==> src/rtl/bcd_counter.sv <==
// bcd_counter -- free-running cascaded decimal (BCD) counter.
//
// Counts up by one decimal unit on every rising clk edge while reset is
// high. Each 4-bit decade steps 0..9 and wraps; a decade advances only
// when every lower decade is rolling over from 9. A decade holding a
// non-BCD code (10-15, e.g. after an upset) is cleared on the next edge
// and passes a carry upward, so the counter heals itself.
//
// Parameters:
//   NUM_DIGITS  - number of cascaded decades (1..8)
//   RESET_VALUE - decimal value loaded while reset is low (< 10^NUM_DIGITS)
//
// Ports:
//   clk            - clock, rising-edge active
//   reset          - asynchronous reset, active low
//   count          - packed BCD value, digit k in count[4k+3:4k]
//   digit_carry    - bit k high while digits k..0 all equal 9
//   terminal_count - high while every digit equals 9
module bcd_counter #(
  parameter int NUM_DIGITS  = 1,
  parameter int RESET_VALUE = 0
) (
  input  logic                    clk,
  input  logic                    reset,
  output logic [4*NUM_DIGITS-1:0] count,
  output logic [NUM_DIGITS-1:0]   digit_carry,
  output logic                    terminal_count
);

  localparam int W = 4 * NUM_DIGITS;

  // Convert the decimal reset value into packed BCD at elaboration time.
  function automatic logic [W-1:0] to_bcd(input int unsigned value);
    logic [W-1:0] res;
    int unsigned  v;
    res = '0;
    v   = value;
    for (int k = 0; k < NUM_DIGITS; k++) begin
      res[4*k +: 4] = 4'(v % 10);
      v             = v / 10;
    end
    return res;
  endfunction

  localparam logic [W-1:0] RESET_BCD = to_bcd(RESET_VALUE);

  logic [W-1:0]          count_q;
  logic [W-1:0]          count_d;
  logic [NUM_DIGITS-1:0] nine;

  // Per-decade "equals 9" decode.
  generate
    for (genvar gi = 0; gi < NUM_DIGITS; gi++) begin : g_nine
      assign nine[gi] = (count_q[4*gi +: 4] == 4'd9);
    end
  endgenerate

  // Next-state ripple. 'carry' is the increment request entering decade k:
  // always 1 for the units, then propagated by a 9->0 rollover or by an
  // illegal code being cleared.
  always_comb begin
    logic       carry;
    logic [3:0] dig;
    count_d = count_q;
    carry   = 1'b1;
    dig     = 4'd0;
    for (int k = 0; k < NUM_DIGITS; k++) begin
      dig = count_q[4*k +: 4];
      if (dig > 4'd9) begin
        count_d[4*k +: 4] = 4'd0;
        carry             = 1'b1;
      end else if (carry) begin
        if (nine[k]) begin
          count_d[4*k +: 4] = 4'd0;
        end else begin
          count_d[4*k +: 4] = dig + 4'd1;
          carry             = 1'b0;
        end
      end
    end
  end

  // Status flags are a pure decode of the count register. An illegal
  // digit does not raise digit_carry; only a genuine run of 9s does.
  always_comb begin
    logic all_nine;
    all_nine    = 1'b1;
    digit_carry = '0;
    for (int k = 0; k < NUM_DIGITS; k++) begin
      all_nine       = all_nine & nine[k];
      digit_carry[k] = all_nine;
    end
    terminal_count = digit_carry[NUM_DIGITS-1];
  end

  always_ff @(posedge clk or negedge reset) begin
    if (!reset) begin
      count_q <= RESET_BCD;
    end else begin
      count_q <= count_d;
    end
  end

  assign count = count_q;

endmodule

==> config.mk <==
export PLATFORM = sky130hd
export DESIGN_NAME = bcd_counter
export DESIGN_NICKNAME = d
export VERILOG_FILES = /design/src/rtl/bcd_counter.sv
export SDC_FILE = /design/constraint.sdc
export NUM_CORES = 1
export LEC_CHECK = 0
export CAP_MARGIN = 20
export CORE_AREA = 2 2 39 41
export DETAILED_ROUTE_END_ITERATION = 10
export DIE_AREA = 0 0 41 43
export HOLD_SLACK_MARGIN = 0.08
export PLACE_DENSITY = 0.35
export SKIP_LAST_GASP = 1
export SYNTH_ARGS = -nofsm -noshare
export SYNTH_HDL_FRONTEND = slang
export SYNTH_SLANG_ARGS = --single-unit
==> constraint.sdc <==
create_clock -name clk -period 1.5 [get_ports clk]
set_clock_uncertainty 0.2 [all_clocks]
set_input_delay 0.225 -clock clk [delete_from_list [all_inputs] [get_ports clk]]
set_output_delay 0.225 -clock clk [all_outputs]
set_load 0.005 [all_outputs]
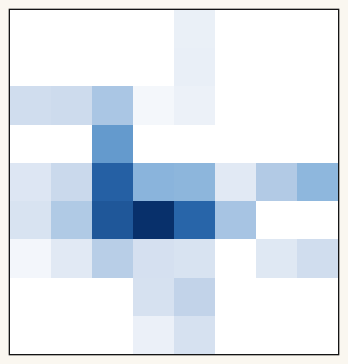
(run_1/route_heat.png)
Scale: 8 px per micron. 8 x 9 tiles, from white (low) to dark blue (high), scaled to the fullest tile. Values are wire area over tile area, all layers added.
mean over tiles = 0.039
densest ninth of the die = centre
tiles over half the peak = 6.9%
fullest tile = 0.28
emptiest ninth of the die = north-east
nearly empty tiles = 54%
routed wire length per instance: 8.13 microns
total length of routed wires: 390 microns
total routing resource utilization after global routing: 6.85%

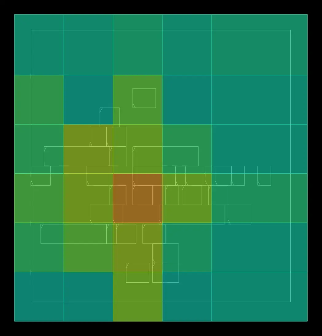
(run_1/congestion_map.png)
global routing met2 resource utilization: 7.19%
met1 capacity usage during global routing: 8.79%
peak-usage layer in the global routing report: met1
fraction of the core area covered by cells at the end of the flow: 23.5%
GR Layer Usage met3: 6.28%

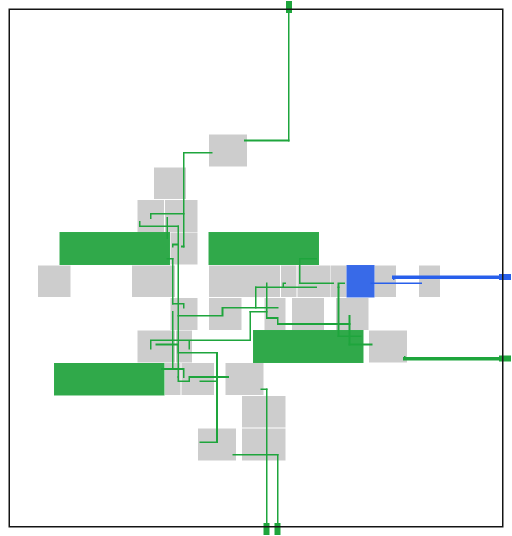
(run_1/port_trees.png)
Scale: 12 px per micron.
blue -> `digit_carry`  # direction output, edge east, end cells 1, buffers 1, wire 12.9 microns
green -> `count`  # direction output, edge 2 south, 1 east, 1 north, end cells 4, buffers 8, wire 165 microns
number of ports placed on the die boundary: 8
number of buffers inserted by port buffering: 7

==> report_table.html, run 1 <==
<p>Metrics extracted from the flow reports.</p>
<table>
<tr><th>Metric</th><th>Value</th></tr>
<tr><th colspan="2">Outcome</th></tr>
<tr><td>Status</td><td>finished clean</td></tr>
<tr><th colspan="2">STA</th></tr>
<tr><td>Max Clock Freq</td><td>0.668 GHz</td></tr>
<tr><td>Post-route clock period utilization</td><td>99.7%</td></tr>
<tr><td>Worst slew margin relative to its limit</td><td>87.3%</td></tr>
<tr><td>Worst setup margin</td><td>0.00394 ns</td></tr>
<tr><td>Final Max Slew Viols</td><td>0</td></tr>
<tr><td>Setup TNS Final</td><td>0 ns</td></tr>
<tr><td>Post-route worst hold slack</td><td>0.354 ns</td></tr>
<tr><td>Hold violation total from the final report</td><td>0</td></tr>
<tr><td>Setup repair after global routing missed its margin</td><td>true</td></tr>
<tr><td>Final critical delay including setup and external delays</td><td>1.50 ns</td></tr>
<tr><th colspan="2">Clock tree</th></tr>
<tr><td>CTS Sinks</td><td>4</td></tr>
<tr><td>H-Tree Level Count</td><td>1</td></tr>
<tr><td>Number of buffers on the longest clock path</td><td>2</td></tr>
<tr><td>Number of buffers added for setup after CTS</td><td>0</td></tr>
<tr><td>Post-CTS Hold Fix Bufs</td><td>1</td></tr>
<tr><td>Clock slew seen by the registers of the worst setup and hold paths</td><td>0.04 ns</td></tr>
<tr><td>Clk root buf</td><td>clkbuf_4</td></tr>
<tr><td>Clock tree from TritonCTS</td><td>yes</td></tr>
<tr><td>Resized cells post-CTS</td><td>9</td></tr>
<tr><th colspan="2">Critical path</th></tr>
<tr><td>Reg2reg start</td><td>count[2]$_DFF_PN0_</td></tr>
<tr><td>Critical path peak fanout</td><td>2</td></tr>
<tr><td>List of cells traversed by the critical path</td><td>or2_1 &gt; nor2_2 &gt; clkbuf_2</td></tr>
<tr><td>Worst-case register-to-register setup slack</td><td>0.27 ns</td></tr>
<tr><td>Crit. path cell count</td><td>3</td></tr>
<tr><td>Crit Path Class</td><td>reg2out</td></tr>
<tr><td>Capturing element of the worst setup path</td><td>digit_carry</td></tr>
<tr><td>Critical Path Start</td><td>count[2]$_DFF_PN0_</td></tr>
<tr><td>R2R cell count</td><td>3</td></tr>
<tr><td>Cell class contributing the biggest share of worst-path delay</td><td>flip-flops</td></tr>
<tr><th colspan="2">Final layout</th></tr>
<tr><td>Fillcell total</td><td>149</td></tr>
<tr><td>Dominant kind of cell</td><td>buffers</td></tr>
<tr><td>Final layout net count</td><td>36</td></tr>
<tr><td>Comb. cell area</td><td>76.3 sq um</td></tr>
<tr><td>Flip-flop count of the largest register, all copies and words added</td><td>4</td></tr>
<tr><td>Share of final layout cell area taken by clock buffers and inverters</td><td>6.92%</td></tr>
<tr><td>Combined flip-flop and latch cell area</td><td>100 sq um</td></tr>
<tr><td>Final design area excluding fillers</td><td>325 sq um</td></tr>
<tr><td>Clock buf count</td><td>3</td></tr>
<tr><td>Layout inverter count without the clock tree</td><td>1</td></tr>
<tr><td>Logic share of the area</td><td>23.5%</td></tr>
<tr><td>Layout Cells excl Fill</td><td>48</td></tr>
<tr><td>Count of flip-flops and latches</td><td>4</td></tr>
<tr><td>Multi-input gate count</td><td>11</td></tr>
<tr><th colspan="2">Logic synthesis</th></tr>
<tr><td>Synth Instances</td><td>17</td></tr>
<tr><td>Library cell with the largest summed area after synthesis</td><td>dfrtp_1</td></tr>
<tr><td>Portion of netlist area occupied by mux cells</td><td>5.41%</td></tr>
<tr><td>Dominant combinational cell family by area after synthesis</td><td>simple AND/OR/NAND/NOR gates</td></tr>
<tr><td>#FFs+latches synth</td><td>4</td></tr>
<tr><td>Count of distinct cell types in the synthesized netlist</td><td>12</td></tr>
<tr><td>Share of synthesized area occupied by flip-flops and latches</td><td>54.1%</td></tr>
<tr><td>Adder-cell share of the synthesized area</td><td>0%</td></tr>
<tr><td>Share of synthesized cell area in and-or and or-and compound cells</td><td>11.5%</td></tr>
<tr><td>Number of synthesized flops with an enable pin</td><td>0</td></tr>
<tr><td>Cell types with the largest area share after synthesis</td><td>dfrtp_1 54%, o32ai_2 8.8%, mux2i_1 5.4%, xnor2_1 4.7%, buf_4 4.1%</td></tr>
<tr><td>Most used standard cell by instance count after synthesis</td><td>dfrtp_1</td></tr>
<tr><td>XOR Share, Synth</td><td>4.73%</td></tr>
<tr><td>Yosys-reported design area after synthesis</td><td>185 sq um</td></tr>
<tr><td>Number of cell instances after yosys synthesis</td><td>17</td></tr>
<tr><td>Most instantiated cells after synthesis</td><td>4 x dfrtp_1, 2 x nand2_1, 2 x nor2_1</td></tr>
<tr><td>Max-area cell share</td><td>54.1%</td></tr>
<tr><td>Share of flip-flops with an asynchronous set or reset</td><td>100%</td></tr>
<tr><th colspan="2">Routing</th></tr>
<tr><td>DR WL met3</td><td>53 microns</td></tr>
<tr><td>First-pass DRT Iterations</td><td>2</td></tr>
<tr><td>Total met2 wirelength after detailed routing</td><td>164 microns</td></tr>
<tr><td>Count of vias placed by the detailed router</td><td>166</td></tr>
<tr><td>Vias per std cell</td><td>3.46</td></tr>
<tr><td>Met1 wire length</td><td>159 microns</td></tr>
<tr><td>Post-detailed-route count of antenna-violating nets</td><td>0</td></tr>
<tr><td>Detailed Route Iter0 Violations</td><td>2</td></tr>
<tr><th colspan="2">Hold path</th></tr>
<tr><td>Path category of the worst min-delay check</td><td>reg2reg</td></tr>
<tr><td>Hold wc startpoint</td><td>count[0]$_DFF_PN0_</td></tr>
<tr><td>Depth of the worst hold-timing path</td><td>2</td></tr>
<tr><th colspan="2">Flow run</th></tr>
<tr><td>Log Warnings</td><td>28</td></tr>
<tr><th colspan="2">Floorplan</th></tr>
<tr><td>Placement Rows</td><td>14</td></tr>
<tr><td>Horizontal die dimension</td><td>41 microns</td></tr>
<tr><th colspan="2">Power</th></tr>
<tr><td>Switch share</td><td>20.0%</td></tr>
<tr><td>Clock Power Share</td><td>54.6%</td></tr>
<tr><td>Total power after layout</td><td>253 uW</td></tr>
<tr><td>Max VDD drop</td><td>385 uV</td></tr>
<tr><td>Combinational cell fraction of total power</td><td>2.5%</td></tr>
<tr><td>Power density over cell area</td><td>778 nW/um^2</td></tr>
<tr><td>Sequential power share</td><td>42.9%</td></tr>
<tr><td>Total leakage power</td><td>0.000171 uW</td></tr>
<tr><th colspan="2">Placed design</th></tr>
<tr><td>Routability congestion estimate from global placement</td><td>0.736</td></tr>
<tr><td>Standard cell area after detailed placement</td><td>305 sq um</td></tr>
<tr><td>Placed wire-length estimate</td><td>316 microns</td></tr>
<tr><td>Placed Cells</td><td>44</td></tr>
<tr><th colspan="2">GRT</th></tr>
<tr><td>Wire length of the first global-routing pass</td><td>745 microns</td></tr>
<tr><td>Total grt overflow</td><td>0</td></tr>
<tr><td>Largest net degree at the start of global routing</td><td>7</td></tr>
</table>
[run 1: worst min-delay path: stages (launching register included)]
cell     delay, ns
dfrtp_1       0.33
buf_4         0.14
a21oi_1       0.04
[run 1: metal layers]
| layer | vias to the layer above | global-route usage, % |
|---|---|---|
| li1 | 85 | - |
| met1 | 72 | 8.79 |
| met2 | 7 | 7.19 |
| met3 | 2 | 6.28 |
| met4 | 0 | 4.00 |
| met5 | - | 0 |
[run 1: power groups by stage]
stage               Clock [uW]  Combinational [uW]  Sequential (uW)
floorplan                    0           0.0000538              110
CTS                        141                6.72              108
finish                     138                6.33              109
detailed placement           0                4.66              110
global placement             0                4.64              110
global route               149                7.33              108
==> run 2: changes to the inputs <==
==> constraint.sdc (replaced) <==
create_clock -name clk -period 1.5 [get_ports clk]
set_clock_uncertainty 0.2 [all_clocks]
set_input_delay 0.225 -clock clk [delete_from_list [all_inputs] [get_ports clk]]
set_output_delay 0.225 -clock clk [all_outputs]
set_load 0.02 [all_outputs]
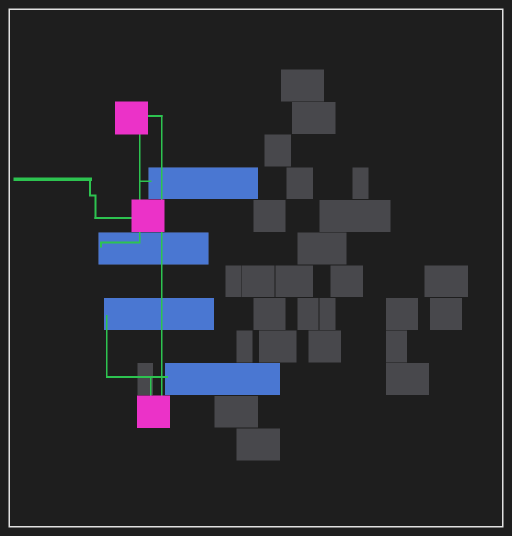
(run_2/clock_wires.png)
Scale: 12 px per micron.
green -> clock wires  # length 69.2 microns
magenta -> clock-net drivers  # count 3
blue -> flip-flops  # count 4
routed clock nets = 4
P_clk: 143 uW
Clock Latency Late Sink: 0.23 ns

==> run 2 against run 1 <==
The run now ends with setup timing left. Die area stayed put. Utilization is 1.3 points higher. Worst setup slack got worse by 0.039 ns. Sequential cell count stayed put. Total power rose by 1.9%. Register-to-register slack worse by 0.07 ns. Critical path type unchanged. Critical endpoint unchanged. Largest power group unchanged. Highest routed layer is now met3.
==> report_table.html, run 2 <==
<p>Metrics extracted from the flow reports.</p>
<table>
<tr><th>Metric</th><th>Value</th></tr>
<tr><th colspan="2">Final layout</th></tr>
<tr><td>Share of final layout cell area taken by clock buffers and inverters</td><td>7.66%</td></tr>
<tr><td>Relative area of non-clock buffer cells in the final design</td><td>31.4%</td></tr>
<tr><td>Count of flip-flops and latches</td><td>4</td></tr>
<tr><td>Highest-count cells in the layout ignoring fill and taps</td><td>7 x buf_4, 3 x clkbuf_4, 3 x dfrtp_1, 3 x clkdlybuf4s15_1, 2 x nand2_1</td></tr>
<tr><td>Dominant kind of cell</td><td>buffers</td></tr>
<tr><td>Area Overhead vs Synth</td><td>85.1%</td></tr>
<tr><td>Fraction of area in registers</td><td>29.6%</td></tr>
<tr><td>Flip-flop count of the largest register, all copies and words added</td><td>4</td></tr>
<tr><td>Logic share of the area</td><td>24.5%</td></tr>
<tr><td>Fillcell total</td><td>163</td></tr>
<tr><td>Fraction of the core area covered by cells at the end of the flow</td><td>24.8%</td></tr>
<tr><td>Layout inverter count without the clock tree</td><td>1</td></tr>
<tr><td>Multi-input gate count</td><td>11</td></tr>
<tr><td>Final layout net count</td><td>36</td></tr>
<tr><td>Combined flip-flop and latch cell area</td><td>101 sq um</td></tr>
<tr><td>Final design area excluding fillers</td><td>343 sq um</td></tr>
<tr><td>Clock buf count</td><td>4</td></tr>
<tr><td>Diodes inserted</td><td>0</td></tr>
<tr><td>Layout Cells excl Fill</td><td>49</td></tr>
<tr><td>Comb. cell area</td><td>83.8 sq um</td></tr>
<tr><th colspan="2">GRT</th></tr>
<tr><td>Met1 capacity usage during global routing</td><td>6.17%</td></tr>
<tr><td>Total grt overflow</td><td>0</td></tr>
<tr><td>Peak-usage layer in the global routing report</td><td>met2</td></tr>
<tr><td>Largest net degree at the start of global routing</td><td>7</td></tr>
<tr><td>Wire length of the first global-routing pass</td><td>648 microns</td></tr>
<tr><td>Global routing met2 resource utilization</td><td>8.13%</td></tr>
<tr><td>GR Layer Usage met3</td><td>1.57%</td></tr>
<tr><td>Total routing resource utilization after global routing</td><td>6.04%</td></tr>
<tr><th colspan="2">Routing</th></tr>
<tr><td>Detailed Route Iter0 Violations</td><td>0</td></tr>
<tr><td>Vias per std cell</td><td>3.51</td></tr>
<tr><td>Total length of routed wires</td><td>401 microns</td></tr>
<tr><td>Max layer used</td><td>met3</td></tr>
<tr><td>Routed wire length per instance</td><td>8.18 microns</td></tr>
<tr><td>Met1 wire length</td><td>164 microns</td></tr>
<tr><td>Count of vias placed by the detailed router</td><td>172</td></tr>
<tr><td>Post-detailed-route count of antenna-violating nets</td><td>0</td></tr>
<tr><td>Total met2 wirelength after detailed routing</td><td>203 microns</td></tr>
<tr><td>DR WL met3</td><td>34 microns</td></tr>
<tr><td>First-pass DRT Iterations</td><td>1</td></tr>
<tr><th colspan="2">Logic synthesis</th></tr>
<tr><td>Number of cell instances after yosys synthesis</td><td>17</td></tr>
<tr><td>Most instantiated cells after synthesis</td><td>4 x dfrtp_1, 2 x nand2_1, 2 x nor2_1</td></tr>
<tr><td>Fraction of the mapped netlist area in simple logic gates</td><td>18.2%</td></tr>
<tr><td>Yosys-reported design area after synthesis</td><td>185 sq um</td></tr>
<tr><td>Main synth FF type</td><td>dfrtp_1</td></tr>
<tr><td>Adder-cell share of the synthesized area</td><td>0%</td></tr>
<tr><td>Yosys synthesis warning count</td><td>0</td></tr>
<tr><td>Dominant combinational cell family by area after synthesis</td><td>simple AND/OR/NAND/NOR gates</td></tr>
<tr><td>Max-area cell share</td><td>54.1%</td></tr>
<tr><td>Cell types with the largest area share after synthesis</td><td>dfrtp_1 54%, o32ai_2 8.8%, mux2i_1 5.4%, xnor2_1 4.7%, buf_4 4.1%</td></tr>
<tr><td>Count of distinct cell types in the synthesized netlist</td><td>12</td></tr>
<tr><td>Synth Instances</td><td>17</td></tr>
<tr><td>Combined area of all synthesized cells</td><td>185 sq um</td></tr>
<tr><td>Share of synthesized area occupied by flip-flops and latches</td><td>54.1%</td></tr>
<tr><td>Syn nets</td><td>19</td></tr>
<tr><td>Number of synthesized flops with an enable pin</td><td>0</td></tr>
<tr><td>#FFs+latches synth</td><td>4</td></tr>
<tr><td>Most used standard cell by instance count after synthesis</td><td>dfrtp_1</td></tr>
<tr><td>Share of synthesized cell area in and-or and or-and compound cells</td><td>11.5%</td></tr>
<tr><td>Portion of netlist area occupied by mux cells</td><td>5.41%</td></tr>
<tr><td>XOR Share, Synth</td><td>4.73%</td></tr>
<tr><td>Share of flip-flops with an asynchronous set or reset</td><td>100%</td></tr>
<tr><td>Library cell with the largest summed area after synthesis</td><td>dfrtp_1</td></tr>
<tr><th colspan="2">Power</th></tr>
<tr><td>Clock Power Share</td><td>55.5%</td></tr>
<tr><td>Power dissipated in combinational cells</td><td>6.17 uW</td></tr>
<tr><td>Sequential power share</td><td>42.1%</td></tr>
<tr><td>Combinational cell fraction of total power</td><td>2.4%</td></tr>
<tr><td>Power density over cell area</td><td>752 nW/um^2</td></tr>
<tr><td>Switch share</td><td>17.7%</td></tr>
<tr><td>Max VDD drop</td><td>304 uV</td></tr>
<tr><td>Power dissipated in sequential cells</td><td>108 uW</td></tr>
<tr><td>Total leakage power</td><td>0.000172 uW</td></tr>
<tr><td>Total power after layout</td><td>258 uW</td></tr>
<tr><td>Largest power group</td><td>clock</td></tr>
<tr><th colspan="2">Placed design</th></tr>
<tr><td>Post-Place Setup Slack</td><td>-0.254 ns</td></tr>
<tr><td>Routability congestion estimate from global placement</td><td>0.611</td></tr>
<tr><td>Placed Cells</td><td>44</td></tr>
<tr><td>Standard cell area after detailed placement</td><td>317 sq um</td></tr>
<tr><td>Number of buffers inserted by port buffering</td><td>7</td></tr>
<tr><th colspan="2">STA</th></tr>
<tr><td>Final critical delay including setup and external delays</td><td>1.54 ns</td></tr>
<tr><td>Worst slew margin relative to its limit</td><td>86.2%</td></tr>
<tr><td>Hold violation total from the final report</td><td>0</td></tr>
<tr><td>Final Max Slew Viols</td><td>0</td></tr>
<tr><td>Max Clock Freq</td><td>0.651 GHz</td></tr>
<tr><td>Worst setup margin</td><td>-0.0355 ns</td></tr>
<tr><td>Post-route worst hold slack</td><td>0.342 ns</td></tr>
<tr><td>Slew @ Worst Pin</td><td>0.206 ns</td></tr>
<tr><td>Number of failing setup endpoints in the final timing report</td><td>2</td></tr>
<tr><td>Post-route clock period utilization</td><td>102%</td></tr>
<tr><td>Setup repair after global routing missed its margin</td><td>true</td></tr>
<tr><td>Setup TNS Final</td><td>-0.0703 ns</td></tr>
<tr><th colspan="2">Critical path</th></tr>
<tr><td>Cell class contributing the biggest share of worst-path delay</td><td>flip-flops</td></tr>
<tr><td>Crit Path Class</td><td>reg2out</td></tr>
<tr><td>Arrival time of data at the critical path endpoint</td><td>1.11 ns</td></tr>
<tr><td>Kind of start point of the critical path</td><td>flop</td></tr>
<tr><td>Slowest cell delay on critical path</td><td>0.39 ns</td></tr>
<tr><td>List of cells traversed by the critical path</td><td>or2_4 &gt; nor2_4 &gt; buf_4</td></tr>
<tr><td>Slowest CP cell</td><td>dfrtp_2</td></tr>
<tr><td>Critical path peak fanout</td><td>2</td></tr>
<tr><td>Capturing element type of the critical path</td><td>output port</td></tr>
<tr><th colspan="2">Outcome</th></tr>
<tr><td>Failing checks</td><td>setup timing</td></tr>
<tr><td>Status</td><td>finished with violations</td></tr>
<tr><th colspan="2">Clock tree</th></tr>
<tr><td>Clock tree from TritonCTS</td><td>yes</td></tr>
<tr><td>Post-CTS Hold Fix Bufs</td><td>1</td></tr>
<tr><td>Clk root buf</td><td>clkbuf_4</td></tr>
<tr><td>CTS Sinks</td><td>4</td></tr>
<tr><td>Number of buffers on the longest clock path</td><td>2</td></tr>
<tr><td>H-Tree Level Count</td><td>1</td></tr>
<tr><td>Number of buffers added for setup after CTS</td><td>0</td></tr>
<tr><td>Resized cells post-CTS</td><td>13</td></tr>
<tr><td>Clock slew seen by the registers of the worst setup and hold paths</td><td>0.04 ns</td></tr>
<tr><th colspan="2">Floorplan</th></tr>
<tr><td>Placement Rows</td><td>14</td></tr>
<tr><td>Number of ports placed on the die boundary</td><td>8</td></tr>
<tr><td>Core area</td><td>1380 sq um</td></tr>
<tr><td>Horizontal die dimension</td><td>41 microns</td></tr>
<tr><th colspan="2">Flow run</th></tr>
<tr><td>Log Warnings</td><td>28</td></tr>
<tr><td>Max-cap violations</td><td>0</td></tr>
<tr><th colspan="2">Hold path</th></tr>
<tr><td>Path category of the worst min-delay check</td><td>reg2reg</td></tr>
</table>
run 2: netlist changes by cell type in the layout (fill, tap and decap cells not counted), sizes merged:
cell	change
clkbuf	+1
buf	+1
clkdlybuf4s15	+3
dlygate4sd2	-4
run 2: final timing paths:
check | start | to | slack (ns) | cells after the start
max reg2reg | count[1]$_DFF_PN0_ | count[3]$_DFF_PN0_ | 0.20 | 3
min | count[3]$_DFF_PN0_ | count[1]$_DFF_PN0_ | 0.34 | 2
max in group asynchronous | reset | count[1]$_DFF_PN0_ | 0.39 | 2
max | count[1]$_DFF_PN0_ | digit_carry | -0.04 | 3
min reg2reg | count[3]$_DFF_PN0_ | count[1]$_DFF_PN0_ | 0.34 | 2
min in group asynchronous | reset | count[0]$_DFF_PN0_ | 0.53 | 2
Power and IR drop assume default switching activity.
